**Clock wires, drivers and flops**

Scale: 1 px per um.
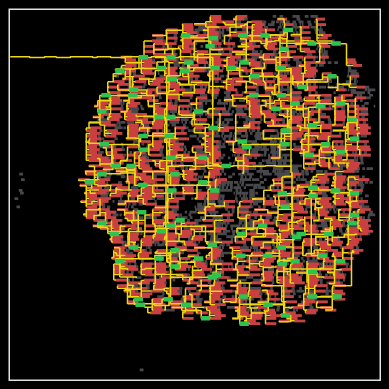
**Track usage over the die**

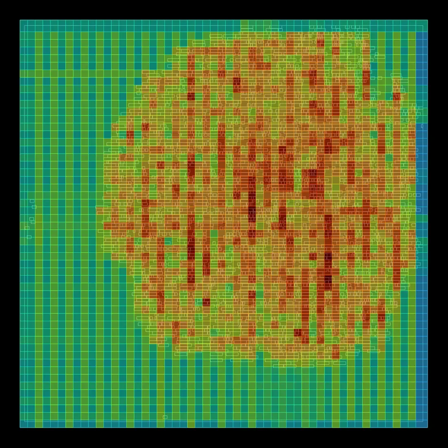
**Layout detail**

Window x 267 to 287, y 82 to 102 um. Cells in gray, sequential cells in the stronger gray; small squares are vias.
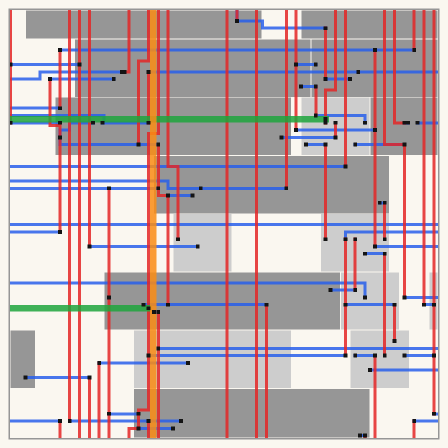
**src/rtl/dma_apb_mem_slave_if.sv**
```systemverilog
// APB bus bundle between a DMA APB initiator and a dma_apb_mem_slave completer.
// Signal names carry the completer's direction prefix (i_ = into the slave, o_ = out of it).
interface dma_apb_mem_slave_if #(
    parameter int APB_ADDR_WIDTH = 16,
    parameter int APB_DATA_WIDTH = 16
);
    logic                      i_psel;
    logic                      i_penable;
    logic                      i_pwrite;
    logic [APB_ADDR_WIDTH-1:0] i_paddr;
    logic [APB_DATA_WIDTH-1:0] i_pwdata;
    logic                      o_pready;
    logic [APB_DATA_WIDTH-1:0] o_prdata;
    logic                      o_pslverr;

    modport master (
        output i_psel, i_penable, i_pwrite, i_paddr, i_pwdata,
        input  o_pready, o_prdata, o_pslverr
    );

    modport slave (
        input  i_psel, i_penable, i_pwrite, i_paddr, i_pwdata,
        output o_pready, o_prdata, o_pslverr
    );
endinterface

```
**src/rtl/dma_apb_mem_slave.sv**
```systemverilog
// APB completer backed by a word-addressed memory, inserting WAIT_STATES wait cycles per access.
// Optional: define DMA_APB_SLV_PSLVERR_EN to report out-of-range transfers on o_pslverr.
module dma_apb_mem_slave #(
    parameter int APB_ADDR_WIDTH = 16,
    parameter int APB_DATA_WIDTH = 16,
    parameter int MEM_DEPTH      = 64,
    parameter int BASE_ADDR      = 0,
    parameter int WAIT_STATES    = 1
) (
    input logic                pclk,
    input logic                pnreset,
    dma_apb_mem_slave_if.slave bus
);
    localparam int AW = APB_ADDR_WIDTH;
    localparam int DW = APB_DATA_WIDTH;
    localparam int IW = $clog2(MEM_DEPTH);
    localparam logic [AW:0] BASE_EXT  = (AW+1)'(BASE_ADDR);
    localparam logic [AW:0] DEPTH_EXT = (AW+1)'(MEM_DEPTH);
    localparam logic [3:0]  WS        = 4'(WAIT_STATES);

    typedef enum logic [1:0] {IDLE, SETUP, ACCESS} state_t;

    state_t          r_state;
    state_t          w_phase;
    state_t          w_state_nxt;
    logic [3:0]      r_cnt;
    logic [3:0]      w_cnt_nxt;
    logic [AW-1:0]   r_addr;
    logic            r_write;
    logic [DW-1:0]   r_wdata;
    logic            r_pready;
    logic [DW-1:0]   r_prdata;
    logic [DW-1:0]   r_mem [MEM_DEPTH];

    logic [AW-1:0]   w_addr_sel;
    logic            w_write_sel;
    logic [AW:0]     w_idx_ext;
    logic [IW-1:0]   w_idx;
    logic            w_in_range;
    logic            w_load;
    logic            w_ready_set;
    logic            w_do_write;
    logic [DW-1:0]   w_prdata_nxt;

    // The setup phase is decoded from the live bus so pready can rise in the first access cycle.
    always_comb begin
        w_phase = r_state;
        if (r_state == IDLE && bus.i_psel && !bus.i_penable) begin
            w_phase = SETUP;
        end
        w_addr_sel  = (w_phase == SETUP) ? bus.i_paddr  : r_addr;
        w_write_sel = (w_phase == SETUP) ? bus.i_pwrite : r_write;
        w_idx_ext   = {1'b0, w_addr_sel} - BASE_EXT;
        w_in_range  = ({1'b0, w_addr_sel} >= BASE_EXT) && (w_idx_ext < DEPTH_EXT);
        w_idx       = w_idx_ext[IW-1:0];
    end

    always_comb begin
        w_state_nxt = r_state;
        w_cnt_nxt   = r_cnt;
        w_load      = 1'b0;
        w_ready_set = 1'b0;
        w_do_write  = 1'b0;
        case (w_phase)
            SETUP: begin
                w_load      = 1'b1;
                w_cnt_nxt   = WS;
                w_ready_set = (WS == 4'd0);
                w_state_nxt = ACCESS;
            end
            ACCESS: begin
                if (r_pready) begin
                    w_do_write  = bus.i_psel && bus.i_penable && r_write && w_in_range;
                    w_state_nxt = IDLE;
                end else if (!bus.i_psel) begin
                    w_state_nxt = IDLE;
                end else begin
                    w_cnt_nxt   = r_cnt - 4'd1;
                    w_ready_set = (r_cnt == 4'd1);
                end
            end
            default: begin
                w_state_nxt = IDLE;
            end
        endcase
        w_prdata_nxt = (w_ready_set && !w_write_sel && w_in_range) ? r_mem[w_idx] : '0;
    end

    always_ff @(posedge pclk or negedge pnreset) begin
        if (!pnreset) begin
            r_state <= IDLE;
        end else begin
            r_state <= w_state_nxt;
        end
    end

    // pready/prdata are only ever high for the single completion cycle.
    always_ff @(posedge pclk or negedge pnreset) begin
        if (!pnreset) begin
            r_cnt    <= 4'd0;
            r_pready <= 1'b0;
            r_prdata <= '0;
            r_addr   <= '0;
            r_write  <= 1'b0;
            r_wdata  <= '0;
        end else begin
            r_cnt    <= w_cnt_nxt;
            r_pready <= w_ready_set;
            r_prdata <= w_prdata_nxt;
            if (w_load) begin
                r_addr  <= bus.i_paddr;
                r_write <= bus.i_pwrite;
                r_wdata <= bus.i_pwdata;
            end
        end
    end

    always_ff @(posedge pclk) begin
        if (w_do_write) begin
            r_mem[w_idx] <= r_wdata;
        end
    end

    assign bus.o_pready = r_pready;
    assign bus.o_prdata = r_prdata;

`ifdef DMA_APB_SLV_PSLVERR_EN
    logic r_pslverr;

    always_ff @(posedge pclk or negedge pnreset) begin
        if (!pnreset) begin
            r_pslverr <= 1'b0;
        end else begin
            r_pslverr <= w_ready_set && !w_in_range;
        end
    end

    assign bus.o_pslverr = r_pslverr;
`else
    assign bus.o_pslverr = 1'b0;
`endif

endmodule

```
**src/flat_wrapper.sv**
```systemverilog
// flat-port wrapper written by rule: the top's interface ports become plain ports
module dma_apb_mem_slave_flat 
#(
    parameter int APB_ADDR_WIDTH = 16,
    parameter int APB_DATA_WIDTH = 16,
    parameter int MEM_DEPTH      = 64,
    parameter int BASE_ADDR      = 0,
    parameter int WAIT_STATES    = 1
)
  (pclk, pnreset, bus_i_psel, bus_i_penable, bus_i_pwrite, bus_i_paddr, bus_i_pwdata, bus_o_pready, bus_o_prdata, bus_o_pslverr);
  dma_apb_mem_slave_if #(.APB_ADDR_WIDTH(APB_ADDR_WIDTH), .APB_DATA_WIDTH(APB_DATA_WIDTH)) bus_i ();
  input logic pclk;
  input logic pnreset;
  input wire logic [$bits(bus_i.i_psel)-1:0] bus_i_psel;
  input wire logic [$bits(bus_i.i_penable)-1:0] bus_i_penable;
  input wire logic [$bits(bus_i.i_pwrite)-1:0] bus_i_pwrite;
  input wire logic [$bits(bus_i.i_paddr)-1:0] bus_i_paddr;
  input wire logic [$bits(bus_i.i_pwdata)-1:0] bus_i_pwdata;
  output wire logic [$bits(bus_i.o_pready)-1:0] bus_o_pready;
  output wire logic [$bits(bus_i.o_prdata)-1:0] bus_o_prdata;
  output wire logic [$bits(bus_i.o_pslverr)-1:0] bus_o_pslverr;
  assign bus_i.i_psel = bus_i_psel;
  assign bus_i.i_penable = bus_i_penable;
  assign bus_i.i_pwrite = bus_i_pwrite;
  assign bus_i.i_paddr = bus_i_paddr;
  assign bus_i.i_pwdata = bus_i_pwdata;
  assign bus_o_pready = bus_i.o_pready;
  assign bus_o_prdata = bus_i.o_prdata;
  assign bus_o_pslverr = bus_i.o_pslverr;
  dma_apb_mem_slave #(.APB_ADDR_WIDTH(APB_ADDR_WIDTH), .APB_DATA_WIDTH(APB_DATA_WIDTH), .MEM_DEPTH(MEM_DEPTH), .BASE_ADDR(BASE_ADDR), .WAIT_STATES(WAIT_STATES)) u_core (.pclk(pclk), .pnreset(pnreset), .bus(bus_i));
endmodule
```
**config.mk**
```make
export PLATFORM = sky130hd
export DESIGN_NAME = dma_apb_mem_slave_flat
export DESIGN_NICKNAME = d
export VERILOG_FILES = /design/src/rtl/dma_apb_mem_slave_if.sv /design/src/rtl/dma_apb_mem_slave.sv /design/src/flat_wrapper.sv
export SDC_FILE = /design/constraint.sdc
export NUM_CORES = 1
export LEC_CHECK = 0
export CAP_MARGIN = 10
export CORE_MARGIN = 4
export CORE_UTILIZATION = 30
export DETAILED_ROUTE_END_ITERATION = 6
export PLACE_DENSITY = 0.55
export SYNTH_ARGS = -nofsm -noshare
export SYNTH_HDL_FRONTEND = slang
export SYNTH_SLANG_ARGS = --single-unit
```
**constraint.sdc**
```tcl
create_clock -name pclk -period 3.3 [get_ports pclk]
set_clock_uncertainty 0.2 [all_clocks]
set_input_delay 0.66 -clock pclk [delete_from_list [all_inputs] [get_ports pclk]]
set_output_delay 0.66 -clock pclk [all_outputs]
set_load 0.02 [all_outputs]
```
==> changes_impl.md <==
## Flow update

- Syn. warnings: 0
- Area share, top type: 78.4%
- Detailed-router iteration count before antenna repair: 5
- Crit path max fanout: 10
- Mux share: 0.619%
- Critical Path Most Common Cell: buf_12
- Vias in the first global route: 24206
- Post-synthesis cell type count: 50
- Pins over their slew limit: 0
- Synth Register Bits: 1079
- Clk sinks: 1079
- Area figure in the yosys stat output: 39200 um^2
- Cell count after synthesis: 2239
- Worst slew margin: 18.1%
- Hold WS: 221 ps
- Hold bufs inserted after CTS: 1
- RSZ-0062 raised after global routing: true
- Xor+xnor area frac: 0.0447%
- Sw Share: 25.4%
- Chip area: 137000 um^2
- Clock-pin slew on the worst setup and hold paths: 60 ps
- Initial antenna violation count: 1
- Final wirelength: 122000 um
- Antenna-violating nets left: 0
- Row cnt: 132
- Async S/R FF share, synth: 5.10%
- Syn avg cell area: 17.5 um^2
- CP required: 3690 ps
- Logic pwr share: 14.4%
- Sw power: 0.00840 W
- EDFF count, synth: 1024
- Critical path class: reg2reg
- First-pass GRT wire length: 174000 um
- Largest net degree at the start of global routing: 66
- Residual DRC: 0
- Final Setup Violations: 0
- Post-synth top area cell: edfxtp_1
- # Cells Yosys: 2239
- GRT overflow: 0
- Status: completed
- Floorplan Utilization: 30.2%
- Placer's final routability congestion estimate: 0.880
- Die span in y: 369 um
- Worst path max stage delay: 610 ps
- CTS Buf Count: 110
- Synth Seq Share: 81.9%
- Max-cap viol count: 0
- Share of cells above drive strength 1: 26.4%
- Hold Crit Class: in2reg
- Worst path slowest cell: or4_1
- Core area: 130000 um^2
- Flop pwr share: 48.3%
- Post-Syn Area: 39200 um^2
- Synth Area in Adders: 0.0638%
- Tot Pwr: 0.0330 W
- Crit path launch type: flip-flop
- Root buf cell: clkbuf_16
- TritonCTS clock tree: yes
- Post-CTS setup repair buffer count: 10
- Post-cts resize count: 26
- Yosys aoi share: 11.3%
- Crit. End Element: flip-flop
- And+or+nand+nor area frac: 4.23%
- Critical path data arrival time: 3620 ps
- Ant. Diodes: 0
- Fillers: 11690
- Total track usage: 17.3%
- P_int: 0.0246 W
- Ys flop type: edfxtp_1
- Vias: 24158
- Peak VDD IR: 0.502 mV
- Fin. Hold Viols: 0
- Leakage: 16.6 nW
- Starting DRT DRC Count: 2913
- Sequence of cells on the critical path: or3b_4 -> buf_12 -> mux2i_4 -> buf_12 -> buf_12 -> buf_4 -> o22ai_1 -> nor2_1 -> a21oi_1 -> or4_1 -> nor4_2
- CTS max path bufs: 3
- Nets@finish: 2786
- Crit share post-route: 97.8%
- Vias per cell: 5.27
- # port buffers: 53
- Sum of negative setup slack: 0 ps
## Picture notes: 'clock wires, drivers and flops'
legend:
  clock wires:
    color: yellow
    length: 11900 um
  flip-flops:
    color: red
    count: 1079
  cells driving clock nets:
    color: green
    count: 110
routed clock nets: 111
Clock power frac: 37.3%
worst skew pair latency: 690 ps
P_clk: 0.0123 W

## Picture notes: 'track usage over the die'
average wire per standard cell: 26.7 um
met1 Track Usage GR: 23.8%
final core occ: 39.0%

## Picture notes: 'layout detail'
legend:
  met4:
    color: orange
  met1:
    color: blue
  met3:
    color: green
  met2:
    color: red
most frequent: edfxtp_1 (6), buf_4 (2)
cells with their middle in the window: 12
sequential cells in the window: 6
netlist names of flops here include: `u_core.r_mem` (6)

[layout make-up]
class                   count  area (um^2)  share of cell area [%]
clock buffers             145         2970                    5.87
repair buffers            529         5740                    11.4
inverters                   8         30.0                  0.0595
well taps                1742         2180                    4.32
clock inverters            58          619                    1.23
multi-input cells        1019         6820                    13.5
flip-flops and latches   1079        32100                    63.7
[metal layers]
layer,global-route usage [%],vias to the layer above,share of wire [%],routed length (um)
met5,0,-,0,0
met4,4.49,0,2.3,2750
met3,3.00,157,7.9,9690
met2,28.5,1100,48,58500
met1,23.8,12592,42,51200
li1,-,10309,-,-
[synth_stat cells (all sizes together) (7+ instances only)]
cell	n
inv	7
nor3b	7
nor2	124
mux2i	17
o22ai	315
a22oi	16
a21oi	30
a31oi	8
nor3	62
o221ai	90
a22o	8
o31ai	39
o22a	90
clkbuf	44
edfxtp	1024
dfrtp	55
nand4	8
a221oi	8
buf	89
nand3	10
nor4	22
o21ai	17
nand2	115
[flip-flops by register name, summed over array words and instances, names as in the netlist]
name and flops:
u_core.r_wdata 16, u_core.r_write 1, u_core.r_cnt 4, u_core.r_state 1
u_core.r_addr 16, u_core.bus.o_pready 1, u_core.bus.o_prdata 16, u_core.r_mem 1024
[power groups by stage]
stage | clock network [W] | registers, W | logic, W
floorplan | 0 | 0.0162 | 0.00169
global placement | 0 | 0.0162 | 0.00435
detailed placement | 0 | 0.0162 | 0.00440
CTS | 0.0125 | 0.0160 | 0.00456
global route | 0.0131 | 0.0160 | 0.00497
finish | 0.0123 | 0.0160 | 0.00476
[cells in the final DEF, fill, tap and decap left out, types with 10 or more instances in the layout]
cell type and count:
buf_12 115, clkbuf_16 117, edfxtp_1 1024, nand3_1 10, clkbuf_1 29, bufinv_16 10, clkinv_1 18, nor2_1 90
clkinv_2 16, mux2i_1 12, o21ai_0 14, nand2_1 111, clkdlybuf4s50_1 50, o221ai_1 90, o22a_1 90, dfrtp_1 39
a22oi_1 16, buf_6 13, dfrtp_2 16, buf_4 339, nor3_2 15, nor2_2 30, o22ai_1 312, o31ai_1 29
nor3_1 47, nor4_2 11, a21oi_1 29
[worst max-delay path: cells and delay by family, from the launching register on]
family	cells	cell delay, ps
AND-OR/OR-AND	2	240
AND/OR/NAND/NOR	4	1410
buffers and inverters	4	720
multiplexers	1	180
flip-flops	1	390
[worst paths after layout]
path / startpoint / endpoint / slack [ps] / depth (start not counted)
setup reg to reg: u_core.r_state[1] / u_core.bus.o_prdata[6] / 70 / 11
hold reg to reg: u_core.r_addr[8] / u_core.r_addr[8] / 280 / 2
max in group asynchronous: pnreset / u_core.r_wdata[1] / 1760 / 2
hold / removal: bus_i_psel / u_core.r_state[1] / 220 / 3
min in group asynchronous: pnreset / u_core.r_state[1] / 460 / 2
setup / recovery: u_core.r_state[1] / u_core.bus.o_prdata[6] / 70 / 11
[stage by stage]
stage	instance area [um^2]	setup WS, ps	instances	utilization [%]
2_1_floorplan	39300	-188	2239	-
3_3_place_gp	46200	-1330	4349	35.6
3_5_place_dp	46200	-1400	4349	35.6
4_1_cts	50000	3.89	4565	38.6
5_1_grt	50500	-20.3	4580	39.0
6_report	50500	73.2	4580	39.0
Power is estimated from default activity; no workload was simulated.
